`src/rtl/demux_stream.sv`:
```
// Registered 1-to-N stream demultiplexer with valid/ready handshaking.
// The route is taken from select on a packet's first beat and held until its last beat.
module demux_stream #(
    parameter int WIDTH       = 8,
    parameter int CHANNELS    = 4,
    parameter int SEL_WIDTH   = 2,
    parameter int COUNT_WIDTH = 8
) (
    input  logic                      clk,
    input  logic                      rst_n,
    input  logic [WIDTH-1:0]          in,
    input  logic                      in_valid,
    output logic                      in_ready,
    input  logic                      in_last,
    input  logic [SEL_WIDTH-1:0]      select,
    output logic [CHANNELS*WIDTH-1:0] out,
    output logic [CHANNELS-1:0]       out_valid,
    input  logic [CHANNELS-1:0]       out_ready,
    output logic [CHANNELS-1:0]       out_last,
    output logic [COUNT_WIDTH-1:0]    drop_count,
    output logic                      busy
);

    typedef enum logic {
        S_IDLE,
        S_LOCKED
    } state_t;

    state_t                 r_state;
    logic [SEL_WIDTH-1:0]   r_locked_sel;
    logic [CHANNELS-1:0]    r_valid;
    logic [CHANNELS-1:0]    r_last;
    logic [WIDTH-1:0]       r_data [CHANNELS];
    logic [COUNT_WIDTH-1:0] r_drop;

    logic [SEL_WIDTH-1:0]   w_route;
    logic [CHANNELS-1:0]    w_free;
    logic [CHANNELS-1:0]    w_load;
    logic                   w_hit;
    logic                   w_ready;
    logic                   w_accept;

    assign w_route  = (r_state == S_LOCKED) ? r_locked_sel : select;
    assign w_free   = ~r_valid | out_ready;
    assign w_accept = in_valid && w_ready;

    // An out-of-range route matches no channel, so it is always ready and the beat is dropped.
    always_comb begin
        w_ready = 1'b1;
        w_hit   = 1'b0;
        w_load  = '0;
        for (int i = 0; i < CHANNELS; i++) begin
            if (w_route == SEL_WIDTH'(i)) begin
                w_ready   = w_free[i];
                w_hit     = 1'b1;
                w_load[i] = in_valid && w_free[i];
            end
        end
    end

    always_ff @(posedge clk or negedge rst_n) begin
        if (!rst_n) begin
            r_valid <= '0;
            r_last  <= '0;
            for (int i = 0; i < CHANNELS; i++) begin
                r_data[i] <= '0;
            end
        end else begin
            for (int i = 0; i < CHANNELS; i++) begin
                if (w_load[i]) begin
                    r_valid[i] <= 1'b1;
                    r_data[i]  <= in;
                    r_last[i]  <= in_last;
                end else if (out_ready[i]) begin
                    r_valid[i] <= 1'b0;
                end
            end
        end
    end

    always_ff @(posedge clk or negedge rst_n) begin
        if (!rst_n) begin
            r_state      <= S_IDLE;
            r_locked_sel <= '0;
            r_drop       <= '0;
        end else begin
            if (w_accept && !w_hit && (r_drop != '1)) begin
                r_drop <= r_drop + COUNT_WIDTH'(1);
            end
            if (w_accept) begin
                case (r_state)
                    S_IDLE: begin
                        if (!in_last) begin
                            r_state      <= S_LOCKED;
                            r_locked_sel <= select;
                        end
                    end
                    S_LOCKED: begin
                        if (in_last) begin
                            r_state <= S_IDLE;
                        end
                    end
                    default: r_state <= S_IDLE;
                endcase
            end
        end
    end

    // Empty lanes read as zero so consumers never see stale data.
    always_comb begin
        out = '0;
        for (int i = 0; i < CHANNELS; i++) begin
            out[i*WIDTH +: WIDTH] = r_valid[i] ? r_data[i] : '0;
        end
    end

    assign in_ready   = w_ready;
    assign out_valid  = r_valid;
    assign out_last   = r_last & r_valid;
    assign drop_count = r_drop;
    assign busy       = (r_state == S_LOCKED);

endmodule
```
`config.mk`:
```
export PLATFORM = sky130hd
export DESIGN_NAME = demux_stream
export DESIGN_NICKNAME = d
export VERILOG_FILES = /design/src/rtl/demux_stream.sv
export SDC_FILE = /design/constraint.sdc
export NUM_CORES = 1
export LEC_CHECK = 0
export CORE_MARGIN = 2
export CORE_UTILIZATION = 25
export CTS_CLUSTER_SIZE = 24
export DETAILED_ROUTE_END_ITERATION = 7
export PLACE_DENSITY = 0.59
export SLEW_MARGIN = 10
export SYNTH_ARGS = -nofsm -noshare
export SYNTH_HDL_FRONTEND = slang
export SYNTH_SLANG_ARGS = --single-unit
```
`constraint.sdc`:
```
create_clock -name clk -period 2.65 [get_ports clk]
set_clock_uncertainty 0.1 [all_clocks]
set_input_delay 0.53 -clock clk [delete_from_list [all_inputs] [get_ports clk]]
set_output_delay 0.53 -clock clk [all_outputs]
set_load 0.05 [all_outputs]
```
**Run 1: sequential cells grouped by signal name**

Other sequential cells in the stronger grey, the rest of the logic in the fainter grey.
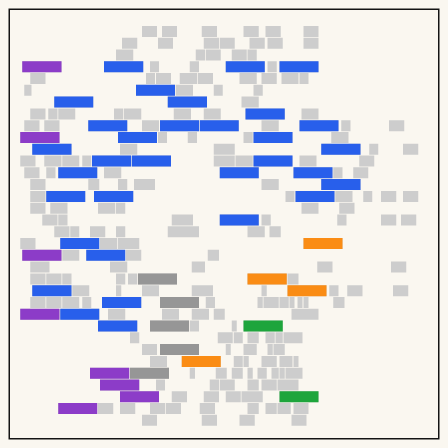
Orange marks `out_valid`, placed flops 4. Blue marks `r_data`, placed flops 32. Purple marks `drop_count`, placed flops 8. Green marks `r_locked_sel`, placed flops 2.
Another 5 sequential cells are not coloured.

**Run 1: gate families picked out**

Bar = 20 um.
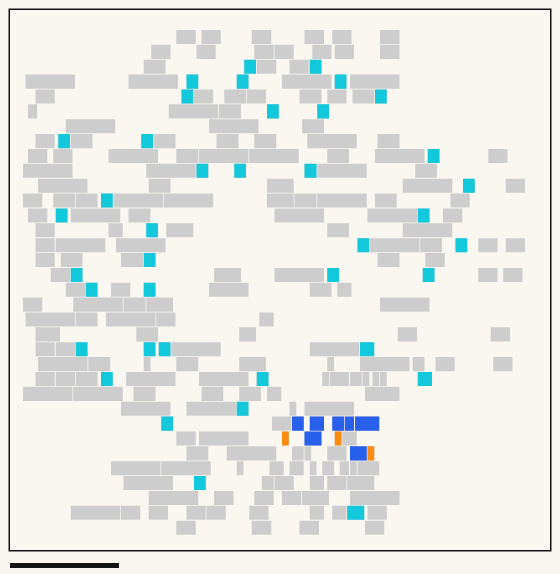
Cyan marks and/or cells, cells 39. Orange marks inv cells, cells 3. Blue marks aoi and oai cells, cells 7, where south.
Top cell excl fill/tap: clkdlybuf4s50_1
logic share of the area: 29.0%

**Run 1: pin map**

Pins as bars across the die edge, other pins in grey.
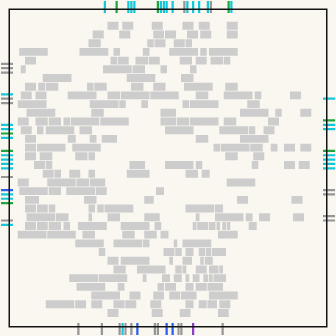
Cyan marks `out`, pins 32, direction output, edge 13 north, 11 west, 7 east, 1 south. Blue marks `out_last`, pins 4, direction output, edge 3 south, 1 west. Purple marks `in_ready`, pins 1, direction output, edge south. Green marks `in`, pins 8, direction input, edge 3 west, 3 north, 2 east.
Die Y: 98.8 um
Port Buf Inserts: 67

==> results.py, run 1 <==
# Metrics from the implementation run
metrics = {
    "run_status": {
        "status": "completed",
    },
    "hold_path": {
        "hold_class": "in -> async",
    },
    "drt": {
        "wirelength_um": 5470,
        "drtAntennaViolNets": 0,
        "drtIter0Drc": 28,
        "wl_per_cell_um": 15.5,
        "wl_met2_um": 2560,
        "vias": 1504,
        "met3_length_um": 256,
        "first_pass_iters": 4,
    },
    "setup_path": {
        "worstPathArrival_ns": 1.92,
        "critPathBufInv": 1,
        "cp_max_fo": 11,
        "r2r-end": "r_locked_sel[0]",
        "max_stage_delay_ns": 0.80,
        "path_class": "reg -> out",
        "cp.required_ns": 2.02,
        "crit_family": "buffers and inverters",
    },
    "cells_and_area": {
        "fin_area_um2": 3150,
        "nFillCells": 851,
        "areaGrowthSynthToFinish_pct": 40.3,
        "fin_nets": 262,
        "mostFrequentLayoutCells": "62 x clkdlybuf4s50_1, 51 x dfrtp_1, 36 x and2_1, 36 x mux2_2, 9 x nand2_1",
        "stdcell_count": 353,
        "num_antenna_cells": 0,
    },
    "grt": {
        "use_met1_pct": 15.8,
        "grt_use_met3_pct": 3.05,
        "grt_pass1_wl_um": 8700,
        "grt_pass1_vias": 1622,
        "top_usage_layer": "met2",
        "grt_max_degree": 27,
        "antenna_found_initial": 0,
    },
    "synth": {
        "seq_area_frac_synth_pct": 56.8,
        "netlist_instances": 175,
        "syn_avg_cell_area_um2": 12.8,
        "synth_top_area_share_pct": 56.8,
        "most_common_cell": "dfrtp_1",
        "ys_top_cells_by_count": "51 x dfrtp_1, 36 x and2_1, 36 x mux2_2",
        "synth_area_um2": 2250,
        "synth-async-reset-ratio_pct": 100,
        "yosysUniqueCellTypes": 24,
        "syn_nets": 193,
        "ys_cells": 175,
        "yosysChipArea_um2": 2250,
    },
    "clock_tree": {
        "cts.clk_slew.worst_paths_ns": 0.09,
        "root_buffer": "clkbuf_8",
        "cts_max_path_buffers": 2,
        "htreeDepth": 2,
        "clock_latency_ns": 0.29,
        "postCtsHoldBufs": 0,
        "cts_buffers": 5,
        "cts_tree": "yes",
        "cts_sinks": 51,
    },
    "final_timing": {
        "fin_crit_ns": 2.55,
        "slew_headroom_pct": 58.2,
        "drv_slew": 0,
        "fmax_ghz": 0.392,
        "finalSetupViolCount": 0,
        "post-route-period-util_pct": 96.3,
        "finalSetupTns_ns": 0,
    },
    "floorplanning": {
        "io-pin-count": 68,
        "coreArea_um2": 8720,
        "die-area_um2": 9760,
        "fp-row-count": 34,
    },
    "pwr": {
        "leakagePower_uw": 0.00135,
        "intPower_uw": 2150,
    },
    "placed_design": {
        "dp.cells": 345,
        "gp_congestion": 0.799,
        "place_area_um2": 3050,
    },
}
-- run 1: registers in the layout, indices dropped and copies added (netlist names) --
| name | flops |
|---|---|
| drop_count | 8 |
| r_locked_sel | 2 |
| busy | 1 |
| r_last | 4 |
| r_data | 32 |
| out_valid | 4 |
-- run 1: worst max path at each step --
stage / startpoint / to / slack, ns / depth (start not counted)
after floorplan: busy / in_ready / 0.12 / 4
after global placement: select[0] / in_ready / 0.15 / 5
after detailed placement: select[0] / in_ready / 0.07 / 5
after CTS: out_valid[0] / out[1] / 0.04 / 2
after global routing: select[0] / in_ready / 0.002 / 5
final: out_valid[2] / out_last[2] / 0.1 / 2
-- run 1: metrics by stage --
stage               setup WS (ns)  power [uW]  hold slack [ns]  util [%]
finish                     0.0986        3820            0.136      36.1
global route              0.00233        4050            0.164      36.1
CTS                        0.0438        3870            0.160      36.1
detailed placement         0.0700        3380            0.264      35.0
global placement            0.146        3350            0.264      35.0
floorplan                   0.117        2700            0.134         -
-- run 1: kinds of logic after synthesis --
group           after synthesis  share of synthesized area (%)
simple gates                 60                           16.7
flops                        51                           56.8
mux                          43                           21.2
buf+inv                      14                           2.79
compound gates                7                           2.45
-- run 1: layout make-up --
| type | count | area (um^2) | area share (%) |
|---|---|---|---|
| well taps | 108 | 135 | 4.29 |
| inverters | 3 | 11.3 | 0.357 |
| repair buffers | 73 | 718 | 22.8 |
| clock buffers | 7 | 86.3 | 2.74 |
| flip-flops and latches | 51 | 1280 | 40.5 |
| clock inverters | 1 | 8.76 | 0.278 |
| multi-input cells | 110 | 915 | 29.0 |
-- run 1: power by group through the flow --
stage               Combinational, uW  Sequential (uW)  Clock, uW
CTS                              2010             1360        500
global route                     2110             1410        532
global placement                 1990             1370          0
detailed placement               2000             1380          0
floorplan                        1330             1370          0
finish                           1990             1350        478
==> inputs of run 2 (changes only) <==
--- a/config.mk
+++ b/config.mk
@@ -5,7 +5,6 @@
 export SDC_FILE = /design/constraint.sdc
 export NUM_CORES = 1
 export LEC_CHECK = 0
-export CORE_MARGIN = 2
 export CORE_UTILIZATION = 25
 export CTS_CLUSTER_SIZE = 24
 export DETAILED_ROUTE_END_ITERATION = 7
**Run 2: the clock network**

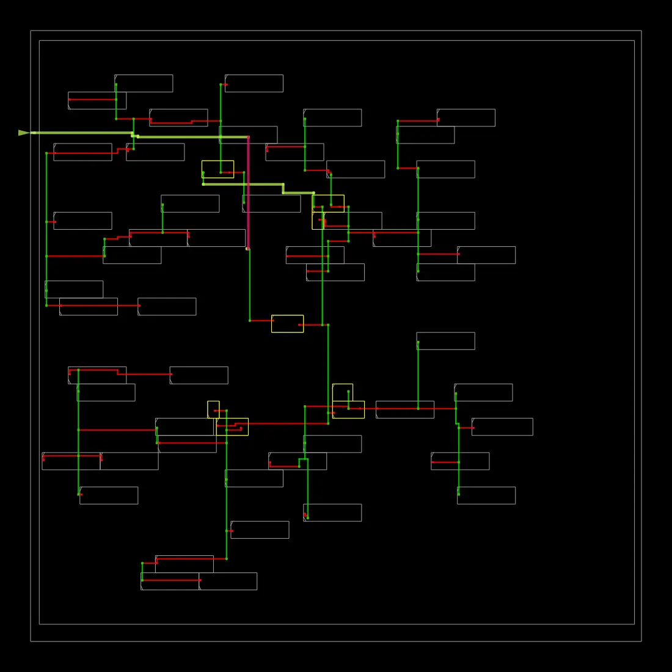
CLK BUF: 5
Clk. pwr: 446 uW

==> run 2 against run 1 <==
Compared with the run above:
- critical path depth is 3 higher
- worst hold slack got worse by 0.091 ns
- register-to-register slack hardly changed
- die area decreased by 4.0%
- clock power is 6.7% lower
- via count increased by 1.8%
- highest routed layer unchanged
- first-iteration DRC count is 71% lower
- global-route usage increased by 0.45 points
- combinational power is essentially flat
- non-clock buffer count did not move
- sequential power hardly changed
- wire length shrank 3.2%
==> results.py, run 2 <==
# Metrics from the implementation run
metrics = {
    "final_timing": {
        "rsz0062_at_grt": "yes",
        "setup_ws_ns": 0.106,
        "finalSetupViolCount": 0,
        "fmax_ghz": 0.393,
        "final_hold_viol_count": 0,
        "tightest_slew_ns": 0.525,
        "slew_headroom_pct": 64.9,
        "post-route-period-util_pct": 96.0,
        "drv_slew": 0,
        "fin_crit_ns": 2.54,
    },
    "synth": {
        "yosysChipArea_um2": 2250,
        "flop_cell": "dfrtp_1",
        "synth-async-reset-ratio_pct": 100,
        "most_common_cell": "dfrtp_1",
        "synth_top_area_share_pct": 56.8,
        "ys_sh_xor_pct": 0,
        "synth_top_cell_by_area": "dfrtp_1",
        "fa_ha_area_share_pct": 0,
        "numSynthFlops": 51,
        "syn_avg_cell_area_um2": 12.8,
        "synthTopCellsByArea": "dfrtp_1 57%, mux2_2 18%, and2_1 10%",
        "synth.logic.top_family": "multiplexers",
        "ys_top_cells_by_count": "51 x dfrtp_1, 36 x and2_1, 36 x mux2_2",
        "synth-edff-count": 0,
        "mux_share_pct": 21.2,
        "syn_nets": 193,
        "synth_area_um2": 2250,
        "ys_cells": 175,
        "netlist_instances": 175,
        "yosysUniqueCellTypes": 24,
        "seq_area_frac_synth_pct": 56.8,
        "ys_sh_aoi_pct": 2.45,
        "yosys_warnings": 0,
        "simple_gate_share_pct": 16.7,
    },
    "clock_tree": {
        "htreeDepth": 2,
        "cts_max_path_buffers": 2,
        "clock_latency_ns": 0.29,
        "cts.clk_slew.worst_paths_ns": 0.10,
        "cts_sinks": 51,
        "cts_resized": 0,
        "postCtsHoldBufs": 0,
        "cts_tree": "yes",
        "cts_buffers": 5,
        "post_cts_buffers": 0,
        "root_buffer": "clkbuf_8",
    },
    "placed_design": {
        "gp_congestion": 0.778,
        "io_buffers": 67,
        "post-place-ws_ns": 0.0966,
        "hpwlAfterDp_um": 3770,
    },
    "drt": {
        "first_pass_iters": 4,
        "drtAntennaViolNets": 0,
        "wl_per_cell_um": 15.0,
        "drtIter0Drc": 8,
        "vias_per_cell": 4.34,
        "drc": 0,
    },
    "setup_path": {
        "r2r_cells": 5,
        "start_kind": "input pin",
        "critical_path.most_common_cell": "mux2i_2",
        "worstSetupPathDepth": 5,
        "path_class": "in -> out",
        "worstPathArrival_ns": 1.91,
        "critPathBufInv": 2,
        "cp.required_ns": 2.02,
        "end_kind": "primary output",
        "max_stage_delay_ns": 0.48,
        "crit_chain": "clkdlybuf4s50_1 > mux2i_2 > mux2i_1 > mux2i_2 > buf_4",
        "crit_family": "multiplexers",
        "cp_max_fo": 5,
        "slowest_stage": "clkdlybuf4s50_1",
    },
    "grt": {
        "grt_pass1_vias": 1677,
        "overflow": 0,
        "antenna_found_initial": 0,
        "grt_max_degree": 21,
        "grt_pass1_wl_um": 8720,
    },
    "flow_run": {
        "cap_violations": 0,
        "openroad.warnings": 27,
    },
    "pwr": {
        "ir_drop_v": 0.000444,
        "p_per_area_nw_per_um2": 1200,
        "leakagePower_uw": 0.00135,
    },
    "run_status": {
        "status": "completed",
    },
    "cells_and_area": {
        "regMostFlops": "r_data",
        "fin_nets": 262,
        "num_antenna_cells": 0,
        "final_core_util_pct": 36.0,
        "areaGrowthSynthToFinish_pct": 39.7,
        "largest_register_ff_count": 32,
        "drive_above_1_share_pct": 24.1,
        "mostFrequentLayoutCells": "64 x clkdlybuf4s50_1, 50 x dfrtp_1, 36 x and2_1, 36 x mux2_2, 9 x nand2_1",
        "nFillCells": 852,
        "lay_top_count": "clkdlybuf4s50_1",
    },
    "floorplanning": {
        "die-area_um2": 9370,
        "fp_util_pct": 25.8,
        "die_x_um": 96.8,
        "dieHeight_um": 96.8,
        "coreArea_um2": 8720,
        "io-pin-count": 68,
        "fp-row-count": 34,
    },
    "hold_path": {
        "hold_class": "in -> async",
    },
}
**Run 2: signal wires by layer**

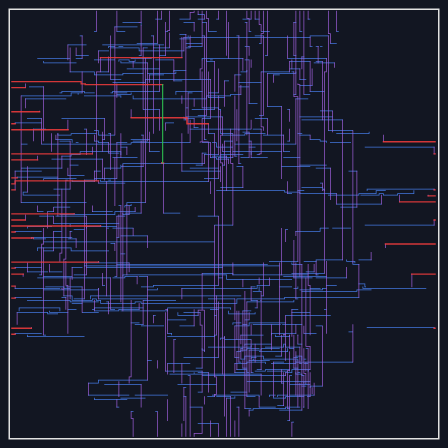
Blue marks metal 1, wire length 2450 um. Red marks metal 3, wire length 251 um. Green marks metal 4, wire length 17.7 um. Purple marks metal 2, wire length 2580 um.
Via Count: 1531
gr usage total: 12.0%
drt total wl: 5300 um

==> run 2: cell counts after synthesis <==
No cell type changed its count.
==> run 2: path summary, 6_finish.rpt <==
kind | startpoint | end | slack (ns)
setup / recovery | select[0] | in_ready | 0.11
hold / removal | rst_n | drop_count[6] | 0.04
setup reg to reg | busy | r_locked_sel[0] | 0.64
hold reg to reg | drop_count[2] | drop_count[2] | 0.28
max in group asynchronous | rst_n | out_valid[2] | 1.75
min in group clk | drop_count[2] | drop_count[2] | 0.28
==> run 2: metal layers <==
layer  global-route usage, %  up-vias  routed length (um)
li1                        -      728                   -
met1                    15.2      766                2450
met2                    20.3       35                2580
met3                    3.11        2                 251
met4                    3.44        0                  17
met5                       0        -                   0
==> run 2: final cells by class <==
class,instances,area [um^2],share of cell area (%)
flip-flops and latches,51,1280,40.7
multi-input cells,110,915,29.2
repair buffers,73,711,22.7
clock inverters,3,18.8,0.598
clock buffers,5,68.8,2.19
inverters,3,11.3,0.359
well taps,108,135,4.31
==> run 2: cell families after synthesis <==
kind of cell,after synthesis
AND-OR/OR-AND,7
AND/OR/NAND/NOR,60
flip-flops,51
multiplexers,43
buffers and inverters,14
==> run 2: stage by stage <==
stage                     cell area, um^2  setup TNS (ns)  hold WS (ns)  cells  power [uW]
after floorplan                      2250               0         0.134    175        2700
after global placement               3040               0         0.264    345        3340
final                                3140               0        0.0450    353        3780
after detailed placement             3040               0         0.265    345        3370
after global routing                 3140         -0.0143        0.0498    353        4010
after CTS                            3130               0        0.0388    353        3830
==> run 2: report_power, final <==
part / total, uW / internal [uW] / switching, uW
sequential: 1350 / 1110 / 244
clock: 446 / 186 / 259
combinational: 1980 / 824 / 1160
==> inputs of run 3 (changes only) <==
--- a/config.mk
+++ b/config.mk
@@ -6,6 +6,7 @@
 export NUM_CORES = 1
 export LEC_CHECK = 0
 export CORE_UTILIZATION = 25
+export CTS_CLUSTER_DIAMETER = 30
 export CTS_CLUSTER_SIZE = 24
 export DETAILED_ROUTE_END_ITERATION = 7
 export PLACE_DENSITY = 0.59
**Run 3: the clock network**

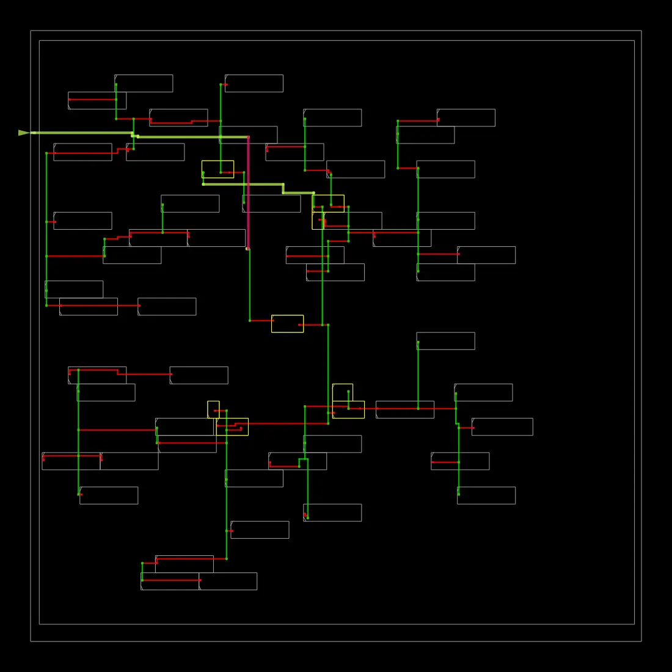
number of CTS-inserted buffers: 5
CTS sink cnt: 51
clk latency late pin: 0.29 ns

==> run 3 against run 2 <==
Compared with the run above:
- register-to-register slack is essentially flat
- non-clock buffer count unchanged
- total power stayed put
- critical path depth did not move
- sequential cell count unchanged
- first-iteration DRC count unchanged
- via count unchanged
- worst hold slack did not move
- worst setup slack stayed put
- sequential power about the same
- critical endpoint unchanged
- largest power group unchanged
- highest routed layer unchanged
==> results.py, run 3 <==
# Metrics from the implementation run
metrics = {
    "run_status": {
        "status": "completed",
    },
    "pwr": {
        "pwr-share-seq_pct": 35.8,
        "p_per_area_nw_per_um2": 1200,
        "swShare_pct": 43.9,
        "intPower_uw": 2120,
        "p_sw_uw": 1660,
        "clock_power_share_pct": 11.8,
    },
    "cells_and_area": {
        "areaGrowthSynthToFinish_pct": 39.7,
        "fin_area_um2": 3140,
        "final_core_util_pct": 36.0,
        "mostFrequentLayoutCells": "64 x clkdlybuf4s50_1, 50 x dfrtp_1, 36 x and2_1, 36 x mux2_2, 9 x nand2_1",
        "num_antenna_cells": 0,
        "lay_top_count": "clkdlybuf4s50_1",
        "regMostFlops": "r_data",
    },
    "setup_path": {
        "critPathBufInv": 2,
        "reg2reg_from": "busy",
        "worstSetupPathDepth": 5,
        "worstPathArrival_ns": 1.91,
        "r2r-end": "r_locked_sel[0]",
        "cp-startpoint": "select[0]",
        "r2r_cells": 5,
        "slowest_stage": "clkdlybuf4s50_1",
        "crit_family": "multiplexers",
        "critical_path.most_common_cell": "mux2i_2",
        "rrSetupSlack_ns": 0.64,
    },
    "clock_tree": {
        "htreeDepth": 2,
        "cts_max_path_buffers": 2,
        "postCtsHoldBufs": 0,
        "cts.clk_slew.worst_paths_ns": 0.10,
        "post_cts_buffers": 0,
    },
    "synth": {
        "synth_top_area_share_pct": 56.8,
        "most_common_cell": "dfrtp_1",
        "syn_avg_cell_area_um2": 12.8,
        "synth-async-reset-ratio_pct": 100,
        "synth_top_cell_by_area": "dfrtp_1",
        "ys_cells": 175,
        "seq_area_frac_synth_pct": 56.8,
        "numSynthFlops": 51,
        "netlist_instances": 175,
        "synth-edff-count": 0,
        "syn_nets": 193,
        "synth_area_um2": 2250,
        "yosysChipArea_um2": 2250,
    },
    "drt": {
        "drtIter0Drc": 8,
        "vias": 1531,
        "wirelength_um": 5300,
        "met3_length_um": 251,
        "drtAntennaViolNets": 0,
        "drc": 0,
        "wl_per_cell_um": 15.0,
        "vias_per_cell": 4.34,
    },
    "final_timing": {
        "setup_ws_ns": 0.106,
        "rsz0062_at_grt": "yes",
        "post-route-period-util_pct": 96.0,
        "finalSetupTns_ns": 0,
        "tightest_slew_ns": 0.525,
        "fin_crit_ns": 2.54,
        "drv_slew": 0,
        "final_hold_viol_count": 0,
        "slew_headroom_pct": 64.9,
        "fmax_ghz": 0.393,
    },
    "placed_design": {
        "io_buffers": 67,
        "hpwlAfterDp_um": 3770,
        "post-place-ws_ns": 0.0966,
    },
    "floorplanning": {
        "fp_util_pct": 25.8,
        "die_x_um": 96.8,
        "die-area_um2": 9370,
    },
    "grt": {
        "overflow": 0,
        "grt_max_degree": 21,
        "grt_util_all_layers_pct": 12.0,
        "grt_pass1_vias": 1677,
    },
    "flow_run": {
        "cap_violations": 0,
    },
}
**Run 3: gate families picked out**

Bar = 20 um.
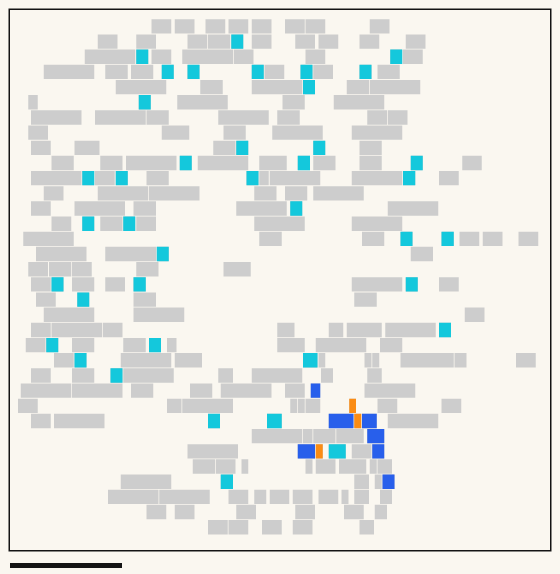
Blue marks aoi and oai cells, cells 7. Orange marks inv cells, cells 3. Cyan marks and/or cells, cells 39.

==> run 3: cell counts after synthesis <==
No cell type changed its count.
==> run 3: metal layers <==
| metal | vias to the layer above | global-route usage (%) |
|---|---|---|
| met2 | 35 | 20.3 |
| met3 | 2 | 3.11 |
| met1 | 766 | 15.2 |
| met4 | 0 | 3.44 |
| li1 | 728 | - |
| met5 | - | 0 |
==> run 3: repair_timing <==
item,4_1_cts,5_1_grt
resized,0,3
setup endpoints to repair,0,9
endpoints found under the hold margin,0,0
==> run 3: metrics by stage <==
stage               power, uW  instances  hold WS [ns]
floorplan                2700        175         0.134
global placement         3340        345         0.264
detailed placement       3370        345         0.265
CTS                      3830        353        0.0388
global route             4010        353        0.0498
finish                   3780        353        0.0450
==> run 3: cell families after synthesis <==
group / count (synthesis) / synth area share [%]
buf+inv: 14 / 2.79
compound gates: 7 / 2.45
flops: 51 / 56.8
mux: 43 / 21.2
simple gates: 60 / 16.7
==> run 3: worst register-to-register path, cell delays in order (launching register included) <==
cell and delay (ns):
dfrtp_1 0.56, mux2i_2 0.36, mux2i_1 0.31, buf_4 0.17, o22ai_1 0.09, mux2_1 0.32
==> run 3: cell type report <==
| type | instances | area, um^2 |
|---|---|---|
| Clock inverter | 3 | 18.8 |
| Inverter | 3 | 11.3 |
| Fill cell | 852 | 5580 |
| Sequential cell | 51 | 1280 |
| Clock buffer | 5 | 68.8 |
| Tap cell | 108 | 135 |
| Multi-Input combinational cell | 110 | 915 |
| Timing Repair Buffer | 73 | 711 |
==> run 3: power groups by stage <==
stage          combinational, uW  sequential, uW  clock, uW
2_1_floorplan               1330            1370          0
3_3_place_gp                1970            1370          0
3_5_place_dp                1990            1380          0
4_1_cts                     2000            1360        467
5_1_grt                     2090            1420        497
6_report                    1980            1350        446
No activity file was given, so power comes from the tool's default toggle rates.
